File: config.mk
export PLATFORM = sky130hd
export DESIGN_NAME = stage_mem_wb
export DESIGN_NICKNAME = d
export VERILOG_FILES = /design/src/rtl/mem_pkg.sv /design/src/rtl/lsu_fmt.sv /design/src/rtl/stage_mem_wb.sv
export SDC_FILE = /design/constraint.sdc
export NUM_CORES = 1
export LEC_CHECK = 0
export ABC_AREA = 1
export CORE_MARGIN = 2
export CORE_UTILIZATION = 40
export DETAILED_ROUTE_END_ITERATION = 16
export GPL_ROUTABILITY_DRIVEN = 0
export PLACE_DENSITY_LB_ADDON = 0.08
export SLEW_MARGIN = 20
export SYNTH_ARGS = -nofsm -noshare
export SYNTH_HDL_FRONTEND = slang
export SYNTH_SLANG_ARGS = --single-unit
File: constraint.sdc
create_clock -name clk_i -period 1.73 [get_ports clk_i]
set_input_delay 0.346 -clock clk_i [delete_from_list [all_inputs] [get_ports clk_i]]
set_output_delay 0.346 -clock clk_i [all_outputs]
set_load 0.1 [all_outputs]
File: src/rtl/mem_pkg.sv
// Shared encodings for the memory stage: RISC-V load/store width codes,
// stage FSM states and access-size helpers.
package mem_pkg;

    localparam logic [2:0] F3_B  = 3'b000;
    localparam logic [2:0] F3_H  = 3'b001;
    localparam logic [2:0] F3_W  = 3'b010;
    localparam logic [2:0] F3_D  = 3'b011;
    localparam logic [2:0] F3_BU = 3'b100;
    localparam logic [2:0] F3_HU = 3'b101;
    localparam logic [2:0] F3_WU = 3'b110;

    typedef enum logic [1:0] {
        IDLE = 2'd0,
        BUS  = 2'd1,
        RESP = 2'd2
    } state_e;

    typedef enum logic [1:0] {
        SZ_B = 2'd0,
        SZ_H = 2'd1,
        SZ_W = 2'd2,
        SZ_D = 2'd3
    } size_e;

    localparam logic [2:0] MIS_MASK_B = 3'b000;
    localparam logic [2:0] MIS_MASK_H = 3'b001;
    localparam logic [2:0] MIS_MASK_W = 3'b011;
    localparam logic [2:0] MIS_MASK_D = 3'b111;

    // Codes without a legal meaning for the bus width fall back to a word access.
    function automatic size_e f3_size(input logic [2:0] funct3, input logic has_dword);
        size_e sz;
        case (funct3)
            F3_B, F3_BU: sz = SZ_B;
            F3_H, F3_HU: sz = SZ_H;
            F3_D:        sz = has_dword ? SZ_D : SZ_W;
            F3_W, F3_WU: sz = SZ_W;
            default:     sz = SZ_W;
        endcase
        return sz;
    endfunction

    function automatic logic [2:0] mis_mask(input size_e sz);
        logic [2:0] m;
        case (sz)
            SZ_B:    m = MIS_MASK_B;
            SZ_H:    m = MIS_MASK_H;
            SZ_W:    m = MIS_MASK_W;
            SZ_D:    m = MIS_MASK_D;
            default: m = MIS_MASK_W;
        endcase
        return m;
    endfunction

endpackage

File: src/rtl/lsu_fmt.sv
// Combinational lane logic: byte enables, replicated store data,
// extended load data and misalignment detection for one access.
module lsu_fmt
    import mem_pkg::*;
#(
    parameter int  DATA_W = 32,
    localparam int SEL_W  = DATA_W / 8,
    localparam int OFF_W  = $clog2(SEL_W)
) (
    input  logic [2:0]        funct3,
    input  logic [OFF_W-1:0]  addr_lo,
    input  logic [DATA_W-1:0] st_data,
    input  logic [DATA_W-1:0] rd_data,
    output logic [SEL_W-1:0]  sel,
    output logic [DATA_W-1:0] st_data_sh,
    output logic [DATA_W-1:0] ld_data,
    output logic              misaligned
);

    size_e             sz_s;
    logic [2:0]        addr3_s;
    logic [DATA_W-1:0] rd_sh_s;
    logic [DATA_W-1:0] ext_mask_s;
    logic [7:0]        sel_base_s;
    logic              sgn_s;

    assign sz_s       = f3_size(funct3, DATA_W == 64);
    assign addr3_s    = 3'(addr_lo);
    assign misaligned = |(addr3_s & mis_mask(sz_s));
    assign rd_sh_s    = rd_data >> {addr_lo, 3'b000};
    assign sel        = SEL_W'(sel_base_s) << addr_lo;
    assign ld_data    = (rd_sh_s & ext_mask_s) | ({DATA_W{sgn_s}} & ~ext_mask_s);

    // Per-size lane pattern, store replication and load extension controls
    always_comb begin
        sel_base_s = 8'h0F;
        st_data_sh = st_data;
        ext_mask_s = {DATA_W{1'b1}};
        sgn_s      = 1'b0;
        case (sz_s)
            SZ_B: begin
                sel_base_s = 8'h01;
                st_data_sh = {SEL_W{st_data[7:0]}};
                ext_mask_s = DATA_W'(8'hFF);
                sgn_s      = ~funct3[2] & rd_sh_s[7];
            end
            SZ_H: begin
                sel_base_s = 8'h03;
                st_data_sh = {(SEL_W/2){st_data[15:0]}};
                ext_mask_s = DATA_W'(16'hFFFF);
                sgn_s      = ~funct3[2] & rd_sh_s[15];
            end
            SZ_W: begin
                sel_base_s = 8'h0F;
                st_data_sh = {(SEL_W/4){st_data[31:0]}};
                ext_mask_s = DATA_W'(32'hFFFF_FFFF);
                sgn_s      = ~funct3[2] & rd_sh_s[31];
            end
            SZ_D: begin
                sel_base_s = 8'hFF;
                st_data_sh = st_data;
                ext_mask_s = {DATA_W{1'b1}};
                sgn_s      = 1'b0;
            end
            default: begin
                sel_base_s = 8'h0F;
                st_data_sh = st_data;
                ext_mask_s = {DATA_W{1'b1}};
                sgn_s      = 1'b0;
            end
        endcase
    end

endmodule

File: src/rtl/stage_mem_wb.sv
// Registered memory stage: issues one Wishbone classic access per accepted
// load/store, forwards ALU results, and reports misalign/fault exceptions.
module stage_mem_wb
    import mem_pkg::*;
#(
    parameter int  DATA_W  = 32,
    parameter int  ADDR_W  = 32,
    parameter int  TIMEOUT = 255,
    localparam int SEL_W   = DATA_W / 8
) (
    input  logic              clk_i,
    input  logic              rst_i,
    input  logic              valid_i,
    input  logic              kill_i,
    input  logic              is_ld_mem_i,
    input  logic              is_st_mem_i,
    input  logic [2:0]        funct3_i,
    input  logic [DATA_W-1:0] mem_data_i,
    input  logic [ADDR_W-1:0] mem_addr_i,
    output logic              stall_o,
    output logic              valid_o,
    output logic [DATA_W-1:0] mem_data_o,
    output logic [DATA_W-1:0] mem_fwd_dat_o,
    output logic              e_ld_addr_mis_o,
    output logic              e_st_addr_mis_o,
    output logic              e_ld_fault_o,
    output logic              e_st_fault_o,
    input  logic [DATA_W-1:0] wbm_dat_i,
    input  logic              wbm_ack_i,
    input  logic              wbm_err_i,
    output logic              wbm_cyc_o,
    output logic              wbm_stb_o,
    output logic              wbm_we_o,
    output logic [SEL_W-1:0]  wbm_sel_o,
    output logic [DATA_W-1:0] wbm_dat_o,
    output logic [ADDR_W-1:0] wbm_addr_o
);

    localparam int OFF_W = $clog2(SEL_W);
    localparam int CNT_W = (TIMEOUT > 1) ? $clog2(TIMEOUT + 1) : 1;

    state_e            state_r, state_nxt_s;
    logic              accept_s, fault_s, tmo_hit_s;
    logic [2:0]        fmt_f3_s, funct3_r;
    logic [OFF_W-1:0]  fmt_lo_s, addr_lo_r;
    logic [SEL_W-1:0]  fmt_sel_s, sel_r;
    logic [DATA_W-1:0] fmt_st_s, fmt_ld_s, wdat_r, mem_data_r, fwd_r;
    logic              fmt_mis_s;
    logic [ADDR_W-1:0] addr_r;
    logic [CNT_W-1:0]  cnt_r;
    logic              cyc_r, we_r, is_ld_r, killed_r, valid_r;
    logic              ld_mis_r, st_mis_r, ld_flt_r, st_flt_r;

    // In IDLE the formatter sees the incoming op; afterwards the op held for the bus.
    assign fmt_f3_s = (state_r == IDLE) ? funct3_i : funct3_r;
    assign fmt_lo_s = (state_r == IDLE) ? mem_addr_i[OFF_W-1:0] : addr_lo_r;

    lsu_fmt #(.DATA_W(DATA_W)) u_fmt (
        .funct3     (fmt_f3_s),
        .addr_lo    (fmt_lo_s),
        .st_data    (mem_data_i),
        .rd_data    (wbm_dat_i),
        .sel        (fmt_sel_s),
        .st_data_sh (fmt_st_s),
        .ld_data    (fmt_ld_s),
        .misaligned (fmt_mis_s)
    );

    assign tmo_hit_s = (TIMEOUT > 0) && (cnt_r == CNT_W'(TIMEOUT - 1));

    // Next-state logic; err outranks ack, and a bus response outranks the watchdog
    always_comb begin
        state_nxt_s = state_r;
        accept_s    = 1'b0;
        fault_s     = 1'b0;
        case (state_r)
            IDLE: begin
                if (valid_i && !kill_i) begin
                    accept_s = 1'b1;
                    if ((is_ld_mem_i || is_st_mem_i) && !fmt_mis_s) begin
                        state_nxt_s = BUS;
                    end else begin
                        state_nxt_s = RESP;
                    end
                end else begin
                    state_nxt_s = IDLE;
                end
            end
            BUS: begin
                if (wbm_err_i) begin
                    fault_s     = 1'b1;
                    state_nxt_s = RESP;
                end else if (wbm_ack_i) begin
                    state_nxt_s = RESP;
                end else if (tmo_hit_s) begin
                    fault_s     = 1'b1;
                    state_nxt_s = RESP;
                end else begin
                    state_nxt_s = BUS;
                end
            end
            RESP:    state_nxt_s = IDLE;
            default: state_nxt_s = IDLE;
        endcase
    end

    // FSM state register
    always_ff @(posedge clk_i) begin
        if (rst_i) begin
            state_r <= IDLE;
        end else begin
            state_r <= state_nxt_s;
        end
    end

    // Bus request, result and exception registers
    always_ff @(posedge clk_i) begin
        if (rst_i) begin
            cyc_r <= 1'b0;  we_r <= 1'b0;  sel_r <= '0;  wdat_r <= '0;  addr_r <= '0;
            funct3_r <= 3'b000;  addr_lo_r <= '0;  is_ld_r <= 1'b0;  killed_r <= 1'b0;
            cnt_r <= '0;  valid_r <= 1'b0;  mem_data_r <= '0;  fwd_r <= '0;
            ld_mis_r <= 1'b0;  st_mis_r <= 1'b0;  ld_flt_r <= 1'b0;  st_flt_r <= 1'b0;
        end else begin
            valid_r <= 1'b0;
            if (accept_s) begin
                funct3_r  <= funct3_i;
                addr_lo_r <= mem_addr_i[OFF_W-1:0];
                is_ld_r   <= is_ld_mem_i;
                killed_r  <= 1'b0;
                fwd_r     <= DATA_W'(mem_addr_i);
                ld_mis_r  <= is_ld_mem_i & fmt_mis_s;
                st_mis_r  <= ~is_ld_mem_i & is_st_mem_i & fmt_mis_s;
                ld_flt_r  <= 1'b0;
                st_flt_r  <= 1'b0;
                if (state_nxt_s == BUS) begin
                    cyc_r  <= 1'b1;
                    we_r   <= ~is_ld_mem_i;
                    sel_r  <= fmt_sel_s;
                    wdat_r <= fmt_st_s;
                    addr_r <= {mem_addr_i[ADDR_W-1:OFF_W], OFF_W'(0)};
                    cnt_r  <= '0;
                end else begin
                    valid_r <= 1'b1;
                end
            end else if (state_r == BUS) begin
                if (kill_i) begin
                    killed_r <= 1'b1;
                end
                if (state_nxt_s == RESP) begin
                    cyc_r    <= 1'b0;
                    valid_r  <= ~(killed_r | kill_i);
                    ld_flt_r <= fault_s & is_ld_r;
                    st_flt_r <= fault_s & ~is_ld_r;
                    if (!fault_s && is_ld_r) begin
                        mem_data_r <= fmt_ld_s;
                        fwd_r      <= fmt_ld_s;
                    end
                end else if (cnt_r != {CNT_W{1'b1}}) begin
                    cnt_r <= cnt_r + CNT_W'(1);
                end
            end
        end
    end

    assign stall_o         = valid_i && (state_r != IDLE);
    assign valid_o         = valid_r & ~kill_i;
    assign e_ld_addr_mis_o = ld_mis_r & valid_o;
    assign e_st_addr_mis_o = st_mis_r & valid_o;
    assign e_ld_fault_o    = ld_flt_r & valid_o;
    assign e_st_fault_o    = st_flt_r & valid_o;
    assign mem_data_o      = mem_data_r;
    assign mem_fwd_dat_o   = fwd_r;
    assign wbm_cyc_o       = cyc_r;
    assign wbm_stb_o       = cyc_r;
    assign wbm_we_o        = we_r;
    assign wbm_sel_o       = sel_r;
    assign wbm_dat_o       = wdat_r;
    assign wbm_addr_o      = addr_r;

endmodule

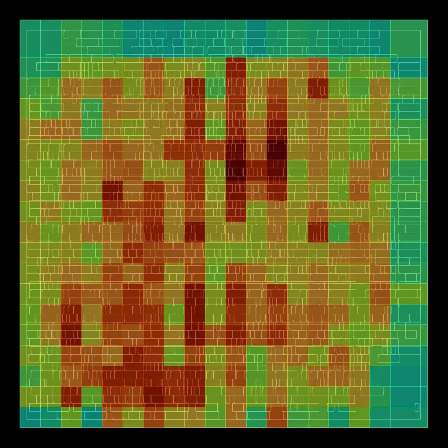
(images/final_congestion.png)
WL/cell: 18.23 µm
global routing usage on met1: 35.37%
Global Route met3 Usage: 8.148%
met2 usage in global routing: 48.92%

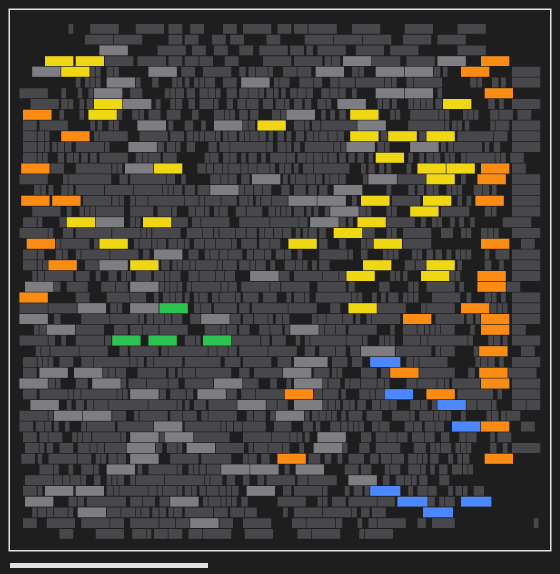
(images/registers.png)
Bar = 50 µm. Other sequential cells in the stronger gray, the rest of the logic in the fainter gray.
legend:
  yellow:
    signal: `mem_fwd_dat_o`
    flops: 32
  orange:
    signal: `wbm_addr_o`
    flops: 30
  green:
    signal: `wbm_sel_o`
    flops: 4
  blue:
    signal: `cnt_r`
    flops: 8
    where: lower right

==> out/metrics.sh <==
DIE-AREA_UM2=18690
FMAXACHIEVABLE_MHz=476.5
CLOCK-SINKS=154
RUN_STATUS='finished, violations left'
FF2FF_SETUP_SLACK_PS=-370
OVERALL_POWER_W=0.01109
FINAL.SETUP.WORST_SLACK_PS=-368.8
DRC_ERRORS=0
LAYOUT_TOP_CELL='sky130_fd_sc_hd__nand2_1'
SYNTHESIS.AREA_UM2=7043
NUMCTSBUFFERS=17
LARGEST_CLASS='non-clock buffers'
CP_DATA_ARRIVAL_TIME_PS=2440
MASTER_CELL_OF_THE_CLOCK_ROOT_BUFFER='sky130_fd_sc_hd__clkbuf_16'
SEQUENTIAL_CELL_AREA_UM2=3097
IR_WORST_VDD_uV=762.6
INSERTION_DELAY_PS=430
COMBINATIONALPOWERSHARE_PCT=32.6
CLKSLEWWORSTSETUPHOLDPATHS_PS=70
MEAN_CELL_AREA_OF_THE_MAPPED_NETLIST_UM2=6.980
FAILED_CHECKS='setup timing'
YOSYS.STAT.SEQSHARE_PCT=43.77
SWITCHINGPOWER_W=0.003923
MOSTFREQUENTLAYOUTCELLS='329 x sky130_fd_sc_hd__nand2_1, 153 x sky130_fd_sc_hd__buf_12, 147 x sky130_fd_sc_hd__dfxtp_1'
SYNTHAOIAREAFRAC_PCT=17.09
TRITONCTS_CLOCK_TREE='done'
SYN_INST=1009
DP.FINAL_HPWL_UM=18530
SLEW_VIOLATIONS=0
SLEW-LIMIT-HEADROOM_PCT=59.36
CRITICAL_PATH.ENDPOINT_TYPE='flop'
TIMING.FINAL.SETUP_VIOLATIONS=144
SIMPLE_GATE_SHARE_PCT=30.54
CLOCKPOWERSHARE_PCT=32.6
YS_SH_ADDER_PCT=0.3553
HOLD_SLACK_PS=208.9
SKEW_PS=6.726
MULTI_INPUT_COMBINATIONAL=748
REPORT.FINAL.HOLD_VIOL_COUNT=0
P_PER_CELL_AREA_nW_PER_UM2=836.1
XOR_SHARE_PCT=0.4974
PIN_COUNT_OF_THE_BIGGEST_NET_ENTERING_GLOBAL_ROUTING=48
FIN_CRIT_PS=2099
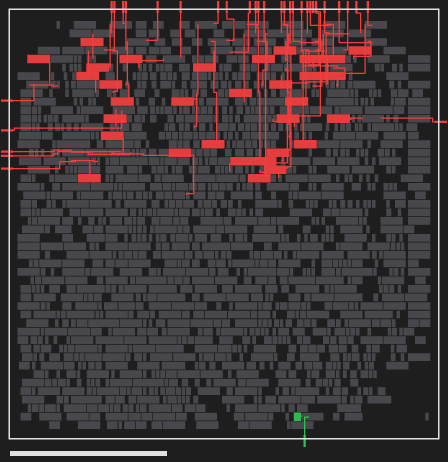
(images/port_nets.png)
Bar = 50 µm.
legend:
  red:
    port: `mem_data_o`
    bits: 32
    direction: output
    end_cells: 32
    buffers: 32
    wire: 1300 µm
  green:
    port: `stall_o`
    bits: 1
    direction: output
    end_cells: 1
    buffers: 1
    wire: 8.10 µm
io pins: 248
count of buffers from port buffering: 245

-- per-layer routing --
layer	vias up	track usage, %	part of all wire (%)	wire [µm]
met4	0	11.98	3.1	892
li1	3952	-	-	-
met5	-	0	0	0
met2	401	48.92	49	14170
met1	3878	35.37	39	11080
met3	76	8.148	9.0	2600
-- power by group through the flow --
stage	Combinational (W)	Sequential, W	Clock, W
2_1_floorplan	0.000913	0.00477	0
3_5_place_dp	0.00308	0.00392	0
3_3_place_gp	0.00307	0.00392	0
5_1_grt	0.00377	0.00387	0.00380
4_1_cts	0.00340	0.00385	0.00362
6_report	0.00362	0.00385	0.00362
-- stage by stage --
stage	instances	setup TNS, ps	setup WS, ps	util [%]
finish	1577	-32430	-368.8	76.93
global route	1577	-42710	-414.2	76.93
CTS	1566	-19930	-213.0	74.51
detailed placement	1509	-56790	-492.1	67.23
global placement	1509	-51820	-460.7	67.23
floorplan	1010	-1481	-370.1	-
-- timing repair --
| item | CTS | global route |
|---|---|---|
| hold buffers | 0 | 0 |
| resized | 131 | 77 |
| endpoints found under the hold margin | 0 | 0 |
| gates cloned | 8 | 6 |
| setup buffers | 17 | 8 |
| pin swaps | 24 | 27 |
| setup endpoints to repair | 156 | 154 |
-- synth_stat cells (all sizes together) --
cell    count  share of area [%]
nor3b       2               0.21
conb        1              0.053
mux2i       1               0.14
nand3      28                2.1
o21ai      89                6.5
or2         8               0.71
o22ai      17                1.5
dfxtp     154                 44
a21oi      98                7.1
nor2       62                4.1
clkbuf     27                1.5
xor2        4               0.50
buf        37                3.7
nand4      12                1.2
nand2     397                 22
nand3b      1               0.28
a31oi      18                1.6
o211ai      1               0.11
ha          2               0.36
inv        45                2.4
nor3        3               0.28
a211oi      1               0.11
o21a        1               0.11
-- path summary, 6_finish.rpt --
path	from	endpoint
worst min register to register	funct3_r[0]$_SDFFE_PP0P_	funct3_r[0]$_SDFFE_PP0P_
worst max-delay path	state_r[1]$_SDFF_PP0_	wbm_dat_o[19]$_SDFFE_PP0P_
worst max register to register	state_r[1]$_SDFF_PP0_	wbm_dat_o[19]$_SDFFE_PP0P_
worst min-delay path	rst_i	wbm_cyc_o$_SDFFE_PP0P_
-- registers in the layout, indices dropped and copies added (netlist names), 2 cells and up --
name / flops
mem_data_o: 32
mem_fwd_dat_o: 32
wbm_dat_o: 32
wbm_addr_o: 30
cnt_r: 8
wbm_sel_o: 4
funct3_r: 3
addr_lo_r: 2
state_r: 2
-- worst max-delay path, cell delays in order (launching register included) --
cell	delay [ps]
sky130_fd_sc_hd__dfxtp_4	380
sky130_fd_sc_hd__nor2_4	50
sky130_fd_sc_hd__buf_12	130
sky130_fd_sc_hd__buf_6	120
sky130_fd_sc_hd__o21ai_4	230
sky130_fd_sc_hd__nor2_4	60
sky130_fd_sc_hd__a21oi_4	160
sky130_fd_sc_hd__nand2_4	90
sky130_fd_sc_hd__nor2_8	190
sky130_fd_sc_hd__buf_6	170
sky130_fd_sc_hd__buf_12	130
sky130_fd_sc_hd__o21ai_1	90
sky130_fd_sc_hd__a31oi_1	220
Power and IR drop assume default switching activity.
